`src/rtl/prng_gold.sv`:
```
// prng_gold: Gold-code chip generator (G1 ^ phase-tapped G2) with programmable period and epoch strobe.
// Define PRNG_GOLD_BIT_SYNC_EN to add the 20-epoch nav-bit start strobe on bit_start_out.
module prng_gold #(
  parameter int                N_BITS     = 10,
  parameter logic [N_BITS-1:0] POLY1      = 10'h204,
  parameter logic [N_BITS-1:0] POLY2      = 10'h3A6,
  parameter logic [N_BITS-1:0] SEED1      = '1,
  parameter logic [N_BITS-1:0] SEED2      = '1,
  parameter int                CODE_LEN   = 1023,
  parameter int                OUT_BITS   = 4,
  parameter int                TAP_A_INIT = 2,
  parameter int                TAP_B_INIT = 6
) (
  input  logic                clk_in,
  input  logic                rst_in,
  input  logic                ena_in,
  input  logic                tap_load_in,
  input  logic [4:0]          tap_a_in,
  input  logic [4:0]          tap_b_in,
  output logic                chip_out,
  output logic [OUT_BITS-1:0] chip_signed_out,
  output logic [N_BITS-1:0]   chip_idx_out,
  output logic                epoch_out,
  output logic                bit_start_out
);
  logic [N_BITS-1:0] g1, g2, chip_idx;
  logic [4:0]        tap_a, tap_b;
  logic              g2_a, g2_b, wrap;
  assign wrap = chip_idx == N_BITS'(CODE_LEN - 1);
  always_ff @(posedge clk_in) begin
    if (rst_in) begin
      tap_a <= 5'(TAP_A_INIT);
      tap_b <= 5'(TAP_B_INIT);
    end else if (tap_load_in) begin
      tap_a <= tap_a_in;
      tap_b <= tap_b_in;
    end
  end
  // Reload on wrap rather than shift so periods shorter than the m-sequence stay exact.
  always_ff @(posedge clk_in) begin
    if (rst_in || tap_load_in || (ena_in && wrap)) begin
      g1       <= SEED1;
      g2       <= SEED2;
      chip_idx <= '0;
    end else if (ena_in) begin
      g1       <= {g1[N_BITS-2:0], ^(g1 & POLY1)};
      g2       <= {g2[N_BITS-2:0], ^(g2 & POLY2)};
      chip_idx <= chip_idx + 1'b1;
    end
  end
  // Out-of-range tap indices match no stage and so contribute 0.
  always_comb begin
    g2_a = 1'b0;
    g2_b = 1'b0;
    for (int i = 0; i < N_BITS; i++) begin
      if (tap_a == 5'(i + 1)) g2_a = g2[i];
      if (tap_b == 5'(i + 1)) g2_b = g2[i];
    end
  end
  assign chip_out        = g1[N_BITS-1] ^ g2_a ^ g2_b;
  assign chip_signed_out = chip_out ? '1 : OUT_BITS'(1);
  assign chip_idx_out    = chip_idx;
  assign epoch_out       = ena_in && chip_idx == '0;
`ifdef PRNG_GOLD_BIT_SYNC_EN
  logic [4:0] epoch_cnt;
  always_ff @(posedge clk_in) begin
    if (rst_in || tap_load_in) epoch_cnt <= '0;
    else if (ena_in && wrap) epoch_cnt <= (epoch_cnt == 5'd19) ? 5'd0 : epoch_cnt + 5'd1;
  end
  assign bit_start_out = epoch_out && epoch_cnt == '0;
`else
  assign bit_start_out = 1'b0;
`endif
endmodule

```
`config.mk`:
```
export PLATFORM = sky130hd
export DESIGN_NAME = prng_gold
export DESIGN_NICKNAME = d
export VERILOG_FILES = /design/src/rtl/prng_gold.sv
export SDC_FILE = /design/constraint.sdc
export NUM_CORES = 1
export LEC_CHECK = 0
export ABC_AREA = 1
export CAP_MARGIN = 25
export CORE_UTILIZATION = 45
export DETAILED_ROUTE_END_ITERATION = 10
export HOLD_SLACK_MARGIN = 0.06
export PLACE_DENSITY = 0.75
export SYNTH_ARGS = -nofsm -noshare
export SYNTH_HDL_FRONTEND = slang
export SYNTH_SLANG_ARGS = --single-unit
export TNS_END_PERCENT = 20
```
`constraint.sdc`:
```
create_clock -name clk_in -period 1.92 [get_ports clk_in]
set_clock_uncertainty 0.05 [all_clocks]
set_input_delay 0.192 -clock clk_in [delete_from_list [all_inputs] [get_ports clk_in]]
set_output_delay 0.192 -clock clk_in [all_outputs]
set_load 0.02 [all_outputs]
```
==> impl_metrics.json <==
{
  "coreArea_um2": 4090,
  "cts_buffers": 5,
  "critPathKind": "register to output pin",
  "critPathCaptureType": "output pin",
  "setup.worst_path.start": "g2[4]$_SDFFE_PP1P_",
  "ys_seq_share_pct": 41.0,
  "grt_pass1_wl_um": 6590,
  "rows": 23,
  "clk_latency_ns": 0.30,
  "syn_inst": 257,
  "hold_class": "register to register",
  "drc_errors": 0,
  "ant_nets": 0,
  "synth_dominant_cell_count": "nand2_1",
  "antenna_cells": 0,
  "grt_max_degree": 26,
  "crit_fanout": 4,
  "fp-utilization_pct": 47.8,
  "ys_area_um2": 1950,
  "die-area_um2": 4610,
  "cts.clk_slew.worst_paths_ns": 0.08,
  "leakagePower_nw": 1.13,
  "gp_congestion": 0.924,
  "grt_overflow_total": 0,
  "fmaxAchievable_ghz": 0.523,
  "numPortBuffers": 28,
  "yosys_warnings": 0,
  "yosysTopAreaCell": "dfxtp_1",
  "finalCritPeriodShare_pct": 99.6,
  "top_cells_by_area": "dfxtp_1 (41%), nand2_1 (11%), nand3_1 (6.1%)",
  "cp.arrival_ns": 1.67,
  "cp.required_ns": 1.68,
  "syn_to_final_growth_pct": 30.9,
  "vias": 1777,
  "routed_via_density": 5.08,
  "met1_usage_pct": 25.6,
  "die_h_um": 67.9,
  "synthArstFlopShare_pct": 0,
  "avgSynthCellArea_um2": 7.60,
  "post-route-util_pct": 62.6,
  "drt_iter0_markers": 91,
  "total_power_mw": 1.92,
  "tns_ns": 0,
  "status": "finished clean",
  "grt-busiest-layer": "met2",
  "die_w_um": 67.9,
  "hold_start": "g1[1]$_SDFFE_PP1P_",
  "peakVddDrop_mv": 0.580,
  "drive_gt1_share_pct": 27.3,
  "period_minus_slack_ns": 1.91,
  "drv_slew": 0,
  "logic_area_um2": 991,
  "placed_area_um2": 2350,
  "tool_warnings": 28,
  "final_cell_area_um2": 2560,
  "cts_tree": "built",
  "r2r_start": "chip_idx_out[1]$_SDFFE_PP0P_",
  "grt_pass1_vias": 1502,
  "cts-root-buf": "clkbuf_8",
  "synth_top_area_share_pct": 41.0,
  "ys_seq_elements": 40,
  "hold_ws_ns": 0.425,
  "grt_antenna_before_repair": 0,
  "edf_count": 0,
  "ys_types": 34,
  "hpwl_um": 2800,
  "dr.pass1.iters": 4,
  "globalRouteMet2Util_pct": 29.2,
  "syn-cell-area_um2": 1950,
  "critPathLaunchType": "register",
  "n_fill_cell": 357,
  "netlist_top_cells_count": "nand2_1 (58), dfxtp_1 (40), inv_1 (28), nand3_1 (24), a21oi_1 (19)",
  "setup_viol": 0,
  "hold_viol_final": 0,
  "fp_nets": 274,
  "drv_cap": 0,
  "cts.htree.levels": 2,
  "num_io_pins": 31
}
flip-flops by register name, summed over array words and instances (netlist names):
register	count
g2	10
chip_idx_out	10
g1	10
tap_b	5
tap_a	5
final timing paths:
kind                             endpoint  slack, ns  depth (start not counted)
min                    g1[2]$_SDFFE_PP1P_       0.43                          2
max reg2reg  chip_idx_out[4]$_SDFFE_PP0P_       0.41                          9
min reg2reg            g1[2]$_SDFFE_PP1P_       0.43                          2
max                    chip_signed_out[2]      0.008                         12
through the flow:
stage / cells / setup WS [ns]
2_1_floorplan: 257 / 0.263
3_3_place_gp: 341 / -0.0991
3_5_place_dp: 341 / -0.189
4_1_cts: 349 / 0.00224
5_1_grt: 350 / -0.0755
6_report: 350 / 0.00831
cell families after synthesis:
logic type,synth area share (%)
fa+ha+maj,1.92
xor+xnor,2.69
flops,41.0
other cells,0.385
simple gates,24.5
buf+inv,11.5
compound gates,17.9
placed cells by master, fill, tap and decap left out, types with 3 or more instances in the layout:
master,netlist,routed
o21ai_1,5,6
a21oi_1,19,18
nor2_1,9,9
nand3_2,1,7
nand3_1,24,18
nand2_1,58,48
dfxtp_2,0,5
dfxtp_1,40,32
o211ai_1,5,5
inv_1,28,23
buf_4,6,22
o211ai_2,9,9
xor2_1,3,3
clkdlybuf4s50_1,0,23
dfxtp_4,0,3
nor3_1,3,3
ha_1,3,3
o21ai_0,13,12
inv_2,3,7
nand2_2,1,10
clkbuf_8,0,5
xnor2_1,3,3
buf_6,2,4
timing repair:
| item | in CTS | in global routing |
|---|---|---|
| pin swaps | 0 | 9 |
| setup endpoints to repair | 5 | 4 |
| resized | 19 | 43 |
| hold buffers | 0 | 0 |
| setup buffers | 0 | 1 |
worst max-delay path, stage by stage, from the launching register on:
cell	delay, ns
dfxtp_1	0.34
inv_2	0.06
nand2_1	0.09
nand3_2	0.10
nand3_2	0.08
nand3_2	0.08
nand2_2	0.10
nand2_2	0.06
nand2_2	0.08
nand2_2	0.06
nand2_2	0.09
nand2_4	0.07
buf_6	0.13
metal layers:
layer | share of wire (%) | wire (µm) | up-vias
li1 | - | - | 919
met1 | 46 | 1990 | 813
met2 | 47 | 2040 | 32
met3 | 3.8 | 166 | 13
met4 | 2.7 | 116 | 0
met5 | 0 | 0 | -
final cells by class:
cell class	count	area share, %
Clock inverter	2	1.37
Inverter	33	5.04
Clock buffer	6	2.84
Sequential cell	40	32.0
Tap cell	50	2.45
Timing Repair Buffer	50	17.6
Multi-Input combinational cell	169	38.7
power breakdown:
group	internal (mW)	total, mW	switching, mW
clock	0.386	0.686	0.300
sequential	0.860	0.885	0.0251
combinational	0.154	0.345	0.191
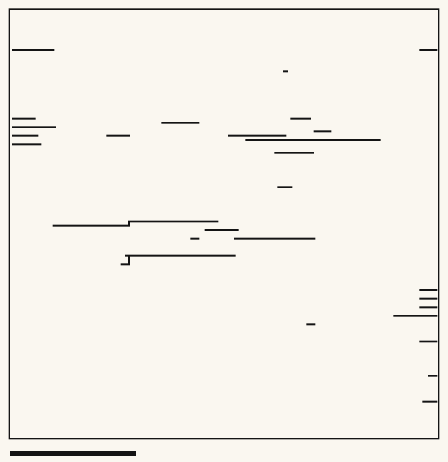
*M3 wires*
The bar under the picture is 20 µm long.
nets with wire on the layer = 20
share of all routed wire = 3.9%
main direction = horizontal
wire length on this layer = 167 µm

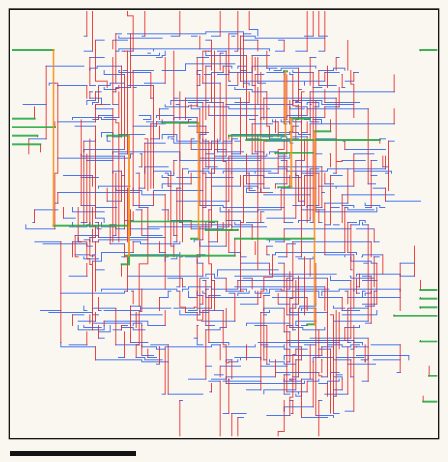
*Metal layers overlaid*
The bar under the picture is 20 µm long.
metal 3 -> green  # wire length 167 µm
metal 1 -> blue  # wire length 1990 µm
metal 2 -> red  # wire length 2040 µm
metal 4 -> orange  # wire length 117 µm
final WL: 4310 µm
gr usage total: 19.6%
wire per inst: 12.3 µm

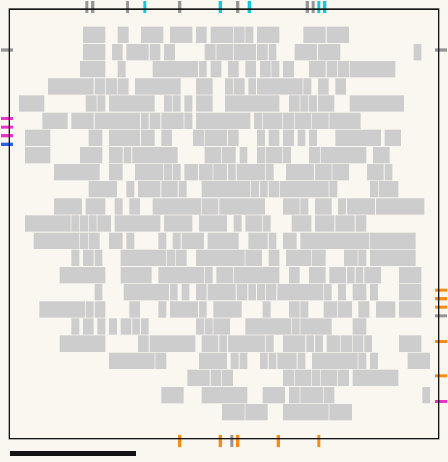
*I/O pins on the die edge*
The bar under the picture is 20 µm long. Pins as bars across the die edge, other pins in gray.
chip_signed_out -> magenta  # pins 4, direction output, edge 3 left, 1 right
tap_b_in -> cyan  # pins 5, direction input, edge top
chip_idx_out -> orange  # pins 10, direction output, edge 5 bottom, 5 right
chip_out -> blue  # pins 1, direction output, edge left
all pins by edge = 12 top, 8 right, 6 bottom, 5 left

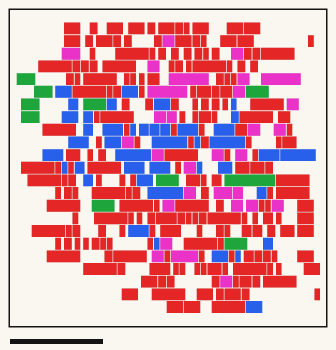
*Sizing map*
The bar under the picture is 20 µm long.
_2 cells -> blue  # cells 42, most used nand2_2
_0 and _1 cells -> red  # cells 218, most used nand2_1
_6 and larger -> green  # cells 10, most used clkbuf_8
_3 and _4 cells -> magenta  # cells 30, most used buf_4

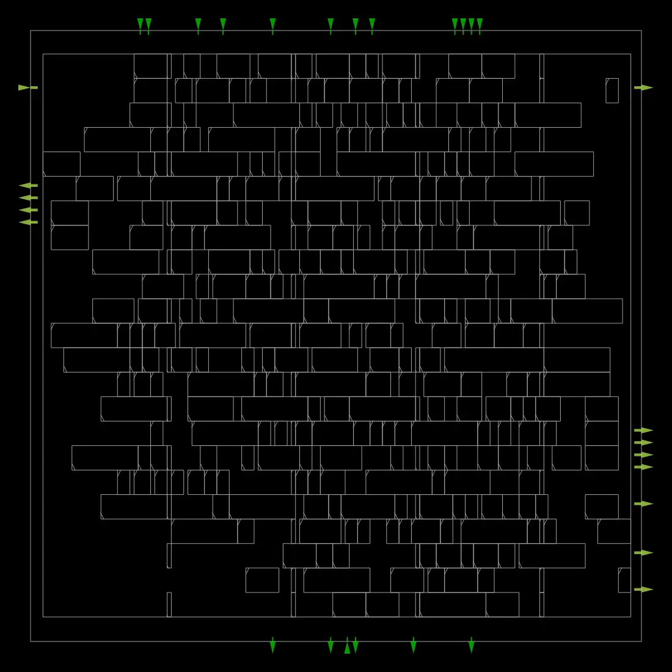
*Placement view*
Finished Layout Cells: 350
registers: 40
Seq area share: 32.0%

Power figures rest on the tool's default switching activity, not on a simulated workload.
